<file path="config.mk">
export PLATFORM = sky130hd
export DESIGN_NAME = switch_cell_fetch
export DESIGN_NICKNAME = d
export VERILOG_FILES = /design/src/rtl/switch_cell_fetch.sv
export SDC_FILE = /design/constraint.sdc
export NUM_CORES = 1
export LEC_CHECK = 0
export ABC_AREA = 1
export CAP_MARGIN = 20
export CORE_MARGIN = 4
export CORE_UTILIZATION = 45
export CTS_BUF_LIST = sky130_fd_sc_hd__clkbuf_8
export DETAILED_ROUTE_END_ITERATION = 10
export GPL_ROUTABILITY_DRIVEN = 0
export PLACE_DENSITY = 0.78
export SKIP_LAST_GASP = 1
export SLEW_MARGIN = 20
export SYNTH_ARGS = -nofsm -noshare
export SYNTH_HDL_FRONTEND = slang
export SYNTH_SLANG_ARGS = --single-unit
</file>
<file path="constraint.sdc">
create_clock -name clk -period 6.4 [get_ports clk]
set_input_delay 1.28 -clock clk [delete_from_list [all_inputs] [get_ports clk]]
set_output_delay 1.28 -clock clk [all_outputs]
set_load 0.005 [all_outputs]
</file>
<file path="src/rtl/switch_cell_fetch.sv">
// Frame descriptor driven cell fetcher: pointer FIFO -> data FIFO -> core.
// Build option DROP_ZERO_PORTMAP_EN discards frames whose portmap is 0.
module switch_cell_fetch #(
    parameter int DATA_W = 128,
    parameter int PTR_W  = 16,
    parameter int LEN_W  = 6
) (
    input  logic              clk,
    input  logic              rstn,
    input  logic              ptr_fifo_empty,
    output logic              ptr_fifo_rd,
    input  logic [PTR_W-1:0]  ptr_fifo_din,
    input  logic              data_fifo_empty,
    output logic              data_fifo_rd,
    input  logic [DATA_W-1:0] data_fifo_din,
    output logic [DATA_W-1:0] o_cell_data,
    output logic              o_cell_valid,
    input  logic              o_cell_ready,
    output logic              o_cell_sop,
    output logic              o_cell_eop,
    output logic [3:0]        o_cell_portmap,
    output logic              o_len_err,
    output logic              o_drop
);
    typedef enum logic [1:0] {
        IDLE,
        LATCH,
        FETCH
    } state_t;

    state_t r_state;
    state_t w_state_nxt;

    logic [LEN_W+1:0] r_cells;
    logic [3:0]       r_portmap;
    logic             r_drop_frame;
    logic [8:0]       r_issued;
    logic [8:0]       r_returned;
    logic             r_ret_vld;
    logic             r_ret_push;
    logic [3:0]       r_ret_pm;

    logic [1:0][DATA_W-1:0] r_buf_data;
    logic [1:0][3:0]        r_buf_pm;
    logic [1:0]             r_buf_sop;
    logic [1:0]             r_buf_eop;
    logic                   r_wr_ptr;
    logic                   r_rd_ptr;
    logic [1:0]             r_occ;

    logic [LEN_W-1:0] w_len;
    logic [LEN_W+1:0] w_cells;
    logic [3:0]       w_pm;
    logic             w_drop_desc;
    logic             w_push;
    logic             w_pop;
    logic             w_credit;
    logic             w_want;
    logic             w_ptr_rd;
    logic             w_data_rd;
    logic             w_ret_sop;
    logic             w_ret_eop;
    logic             w_unused_bits;

    assign w_len   = ptr_fifo_din[LEN_W-1:0];
    assign w_cells = {w_len, 2'b00};
    assign w_pm    = ptr_fifo_din[11:8];
    assign w_unused_bits = ^{ptr_fifo_din[PTR_W-1:12],
                             ptr_fifo_din[7:LEN_W]};

`ifdef DROP_ZERO_PORTMAP_EN
    assign w_drop_desc = (w_pm == 4'd0);
`else
    assign w_drop_desc = 1'b0;
`endif

    assign w_pop  = o_cell_valid & o_cell_ready;
    assign w_push = r_ret_vld & r_ret_push;

    // A pushable read in flight already owns a buffer slot.
    assign w_credit = ({1'b0, r_occ} + {2'b00, w_push})
                      < (3'd2 + {2'b00, w_pop});

    assign w_want = !data_fifo_empty
                  && (r_issued < {1'b0, r_cells})
                  && (r_drop_frame || w_credit);

    always_comb begin
        w_state_nxt = r_state;
        w_ptr_rd    = 1'b0;
        w_data_rd   = 1'b0;
        unique case (r_state)
            IDLE: begin
                if (!ptr_fifo_empty) begin
                    w_ptr_rd    = 1'b1;
                    w_state_nxt = LATCH;
                end
            end
            LATCH: begin
                w_state_nxt = (w_len == '0) ? IDLE : FETCH;
            end
            FETCH: begin
                w_data_rd = w_want;
                if ((r_issued + {8'd0, w_data_rd})
                    == {1'b0, r_cells})
                    w_state_nxt = IDLE;
            end
            default: w_state_nxt = IDLE;
        endcase
    end

    // Strobes stay quiet while reset holds the FSM in IDLE.
    assign ptr_fifo_rd  = w_ptr_rd & rstn;
    assign data_fifo_rd = w_data_rd;

    assign o_len_err = (r_state == LATCH) && (w_len == '0);
    assign o_drop    = (r_state == LATCH) && (w_len != '0)
                     && w_drop_desc;

    always_ff @(posedge clk or negedge rstn) begin
        if (!rstn) begin
            r_state      <= IDLE;
            r_cells      <= '0;
            r_portmap    <= '0;
            r_drop_frame <= 1'b0;
            r_issued     <= '0;
            r_returned   <= '0;
            r_ret_vld    <= 1'b0;
            r_ret_push   <= 1'b0;
            r_ret_pm     <= '0;
        end else begin
            r_state    <= w_state_nxt;
            r_ret_vld  <= w_data_rd;
            r_ret_push <= w_data_rd & !r_drop_frame;
            r_ret_pm   <= r_portmap;
            if (r_state == LATCH) begin
                r_cells      <= w_cells;
                r_portmap    <= w_pm;
                r_drop_frame <= w_drop_desc;
                r_issued     <= '0;
                r_returned   <= '0;
            end else begin
                if (w_data_rd)
                    r_issued <= r_issued + 9'd1;
                if (r_ret_vld)
                    r_returned <= r_returned + 9'd1;
            end
        end
    end

    assign w_ret_sop = (r_returned == 9'd0);
    assign w_ret_eop = (r_returned == ({1'b0, r_cells} - 9'd1));

    always_ff @(posedge clk or negedge rstn) begin
        if (!rstn) begin
            r_buf_data <= '0;
            r_buf_pm   <= '0;
            r_buf_sop  <= '0;
            r_buf_eop  <= '0;
            r_wr_ptr   <= 1'b0;
            r_rd_ptr   <= 1'b0;
            r_occ      <= '0;
        end else begin
            if (w_push) begin
                r_buf_data[r_wr_ptr] <= data_fifo_din;
                r_buf_pm[r_wr_ptr]   <= r_ret_pm;
                r_buf_sop[r_wr_ptr]  <= w_ret_sop;
                r_buf_eop[r_wr_ptr]  <= w_ret_eop;
                r_wr_ptr             <= ~r_wr_ptr;
            end
            if (w_pop)
                r_rd_ptr <= ~r_rd_ptr;
            unique case (1'b1)
                w_push && !w_pop: r_occ <= r_occ + 2'd1;
                w_pop && !w_push: r_occ <= r_occ - 2'd1;
                default: ;
            endcase
        end
    end

    assign o_cell_valid   = (r_occ != 2'd0);
    assign o_cell_data    = o_cell_valid ? r_buf_data[r_rd_ptr] : '0;
    assign o_cell_sop     = o_cell_valid & r_buf_sop[r_rd_ptr];
    assign o_cell_eop     = o_cell_valid & r_buf_eop[r_rd_ptr];
    assign o_cell_portmap = o_cell_valid ? r_buf_pm[r_rd_ptr] : 4'd0;

endmodule

</file>
**Register map, names as in the netlist**

Scale bar: 50 um. Other sequential cells in the stronger grey, the rest of the logic in the fainter grey.
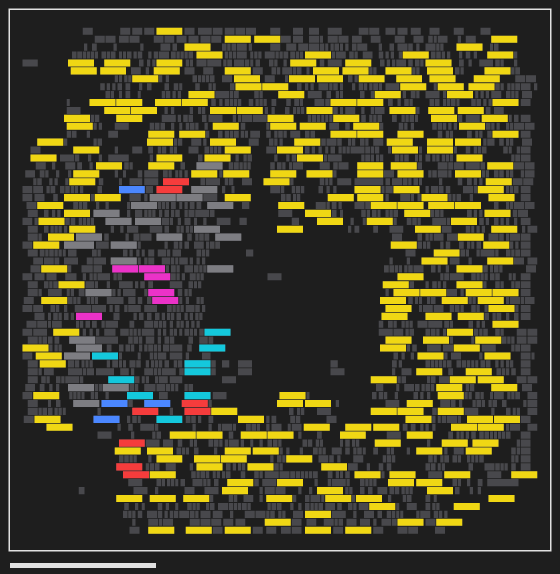
legend:
  r_ret_pm:
    colour: blue
    sequential_cells: 4
  r_cells:
    colour: magenta
    sequential_cells: 6
    where: west
  r_buf_data:
    colour: yellow
    sequential_cells: 256
    where: all over the die
  r_issued:
    colour: cyan
    sequential_cells: 9
  r_buf_pm:
    colour: red
    sequential_cells: 8
not coloured: 24

**Clock distribution**

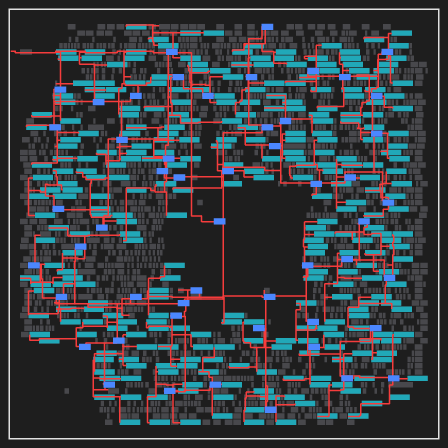
legend:
  flip-flops:
    colour: cyan
    count: 307
  clock wires:
    colour: red
    length: 3990 um
  cells driving clock nets:
    colour: blue
    count: 52
routed clock nets: 53
flops lie: all over the die

**Routed metal per tile**

37 x 37 tiles, from dark blue (low) to red (high), scaled to the fullest tile. Values are wire area over tile area, all layers added.
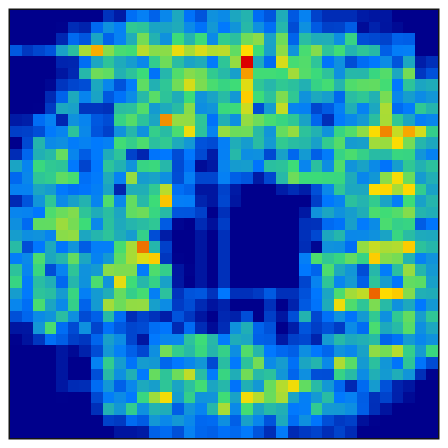
mean over tiles: 0.17
fullest tile: 0.60
emptiest ninth of the die: centre

==> results.tsv <==
stage	metric	value	unit
sta	fmax	205	MHz
critical_path	CP arrival	3.60	ns
logic_synthesis	yosys xor share	0.0111	
placement	Setup WS pre-CTS	2.10	ns
sta	final slew viol count	0	
logic_synthesis	area fraction in compound gates	0.157	
drt	count of antenna-violating nets left after detailed routing	0	
finish	share of cells above drive strength 1	0.0556	
floorplan	Top Ports	288	
critical_path	worst setup path end	o_cell_data[85]	
finish	dominant kind of cell	flip-flops and latches	
logic_synthesis	Yosys warning total	0	
min_path	hold crit path type	flop to flop	
job	OpenROAD warning count	39	
finish	Signal buffers	292	
critical_path	worst r2r dst	r_state[1]	
logic_synthesis	Top logic family	simple AND/OR/NAND/NOR gates	
finish	filler cell count	2735	
min_path	Hold Path Depth	0	
floorplan	Core Util at FP	0.460	
drt	Residual DRC	0	
finish	Top Layout Cells	nand2_1, dfrtp_1, clkdlybuf4s50_1, o21ai_0, inv_1	
finish	Layout clock area frac	0.0566	
grt	vias in the first global route	12100	
power_and_ir_drop	Worst IR Drop VDD	0.330	mV
grt	met2 Use GR	0.343	
logic_synthesis	largest area contributor in the netlist	dfrtp_1	
finish	non-clk buf share	0.162	
logic_synthesis	Top-area cell share	0.542	
critical_path	Worst Path Required	5.12	ns
logic_synthesis	Mapped Cells	1765	
finish	Final Util	0.589	
drt	drt pass-1 iters	5	
clock_tree	TritonCTS clock tree	yes	
grt	initial antenna violation count	0	
critical_path	WP buf/inv	3	
finish	final instance area	18100	um2
drt	Vias	12400	
critical_path	Worst path max stage delay	0.79	ns
grt	routing usage on met3	0.0354	
logic_synthesis	Post-Syn Area	14200	um2
clock_tree	Sink Count	307	
critical_path	Worst Setup SP	r_rd_ptr	
floorplan	FP Rows	64	
drt	initial DRC count	1074	
grt	first-pass GRT wire length	59700	um
logic_synthesis	post-synthesis cell type count	36	
critical_path	CP startpoint kind	flop	
clock_tree	cts hold-fix bufs	0	
run_status	outcome	complete, no violations	
placement	placed inst area	17100	um2
critical_path	Critical Path Stages	5	
sta	RSZ-0062 raised after global routing	false	
drt	Met3 Routed Length	2620	um
drt	Vias/cell	5.12	
finish	register area	7690	um2
finish	Layout area overhead	28.1	%
job	max_cap viols	0	
clock_tree	htree depth	2	
finish	Comb/total area	0.295	
logic_synthesis	mux cell area share after synthesis	0	
critical_path	CP top delay family	buffers and inverters	
grt	remaining global-route overflow	0	
min_path	Hold Path Sink	r_ret_pm[2]	
clock_tree	Resized cells post-CTS	0	
power_and_ir_drop	Pwr per Cell Area	526	nW/um2
clock_tree	Latency at later pin	0.56	ns
floorplan	# Taps	396	
critical_path	CP Capture Type	primary output	
clock_tree	setup bufs post-CTS	0	
finish	ANT cells	1	
logic_synthesis	#FFs+latches synth	307	
floorplan	core footprint	30800	um2
placement	Final HPWL DP	23200	um
finish	nets@finish	2163	
critical_path	crit-path cells	inv_4, buf_4, nand2_1, a21oi_1, clkdlybuf4s50_1	
critical_path	depth of the worst register-to-register path	15	
floorplan	die height	185	um
clock_tree	CTS Buf Count	52	
drt	DR WL met2	17700	um
logic_synthesis	sequential area share after synthesis	0.542	
critical_path	critical path fanouts, max	77	
drt	met1 wire length	15800	um
logic_synthesis	syn_nets	1928	
finish	Inverters	168	
## cells in the mapped netlist, drive strengths merged
| master | count |
|---|---|
| a21oi | 147 |
| xnor2 | 5 |
| conb | 1 |
| xor2 | 13 |
| nor4 | 2 |
| nand3 | 26 |
| o211ai | 1 |
| ha | 14 |
| o21ai | 287 |
| nor2 | 37 |
| nor3 | 6 |
| nand2 | 631 |
| a21o | 1 |
| clkbuf | 49 |
| and2 | 1 |
| dfrtp | 307 |
| nand4 | 5 |
| or2 | 1 |
| buf | 62 |
| inv | 168 |
| a211oi | 1 |
## per-stage QoR
stage               total power, uW  hold slack [ns]
finish                         9550            0.377
floorplan                      5650            0.354
detailed placement             7860            0.366
global route                  10300            0.389
CTS                            9630            0.380
global placement               7720            0.364
## sequential cells by signal, indices dropped and copies added (netlist names)
signal      flops
r_wr_ptr        1
r_buf_data    256
r_buf_pm        8
r_portmap       4
r_rd_ptr        1
r_state         2
r_occ           2
r_issued        9
r_buf_sop       2
r_ret_pm        4
r_cells         6
r_returned      9
r_buf_eop       2
r_ret_push      1
## kinds of logic after synthesis
family,count (synthesis)
adders and majority gates,14
other,1
and+or+nand+nor,709
AOI/OAI and AO/OA,437
xor gates and xnor gates,18
buffers and inverters,279
DFF,307
## worst register-to-register path, cell delays in order, from the launching register on
cell and delay, ns:
dfrtp_1 0.45, inv_1 0.13, ha_1 0.33, a21o_1 0.21, a21oi_4 0.20, nand3_4 0.11, inv_1 0.08, ha_1 0.16
ha_1 0.22, or2_2 0.27, a21oi_1 0.13, nand3_1 0.09, nor2_1 0.10, nand3_1 0.09, nand2_1 0.07, nand2_1 0.04
## power by group
group	internal [uW]	switching, uW
clock network	949	769
logic	2160	2210
registers	2880	581
total	5990	3560
No activity file was given, so power comes from the tool's default toggle rates.
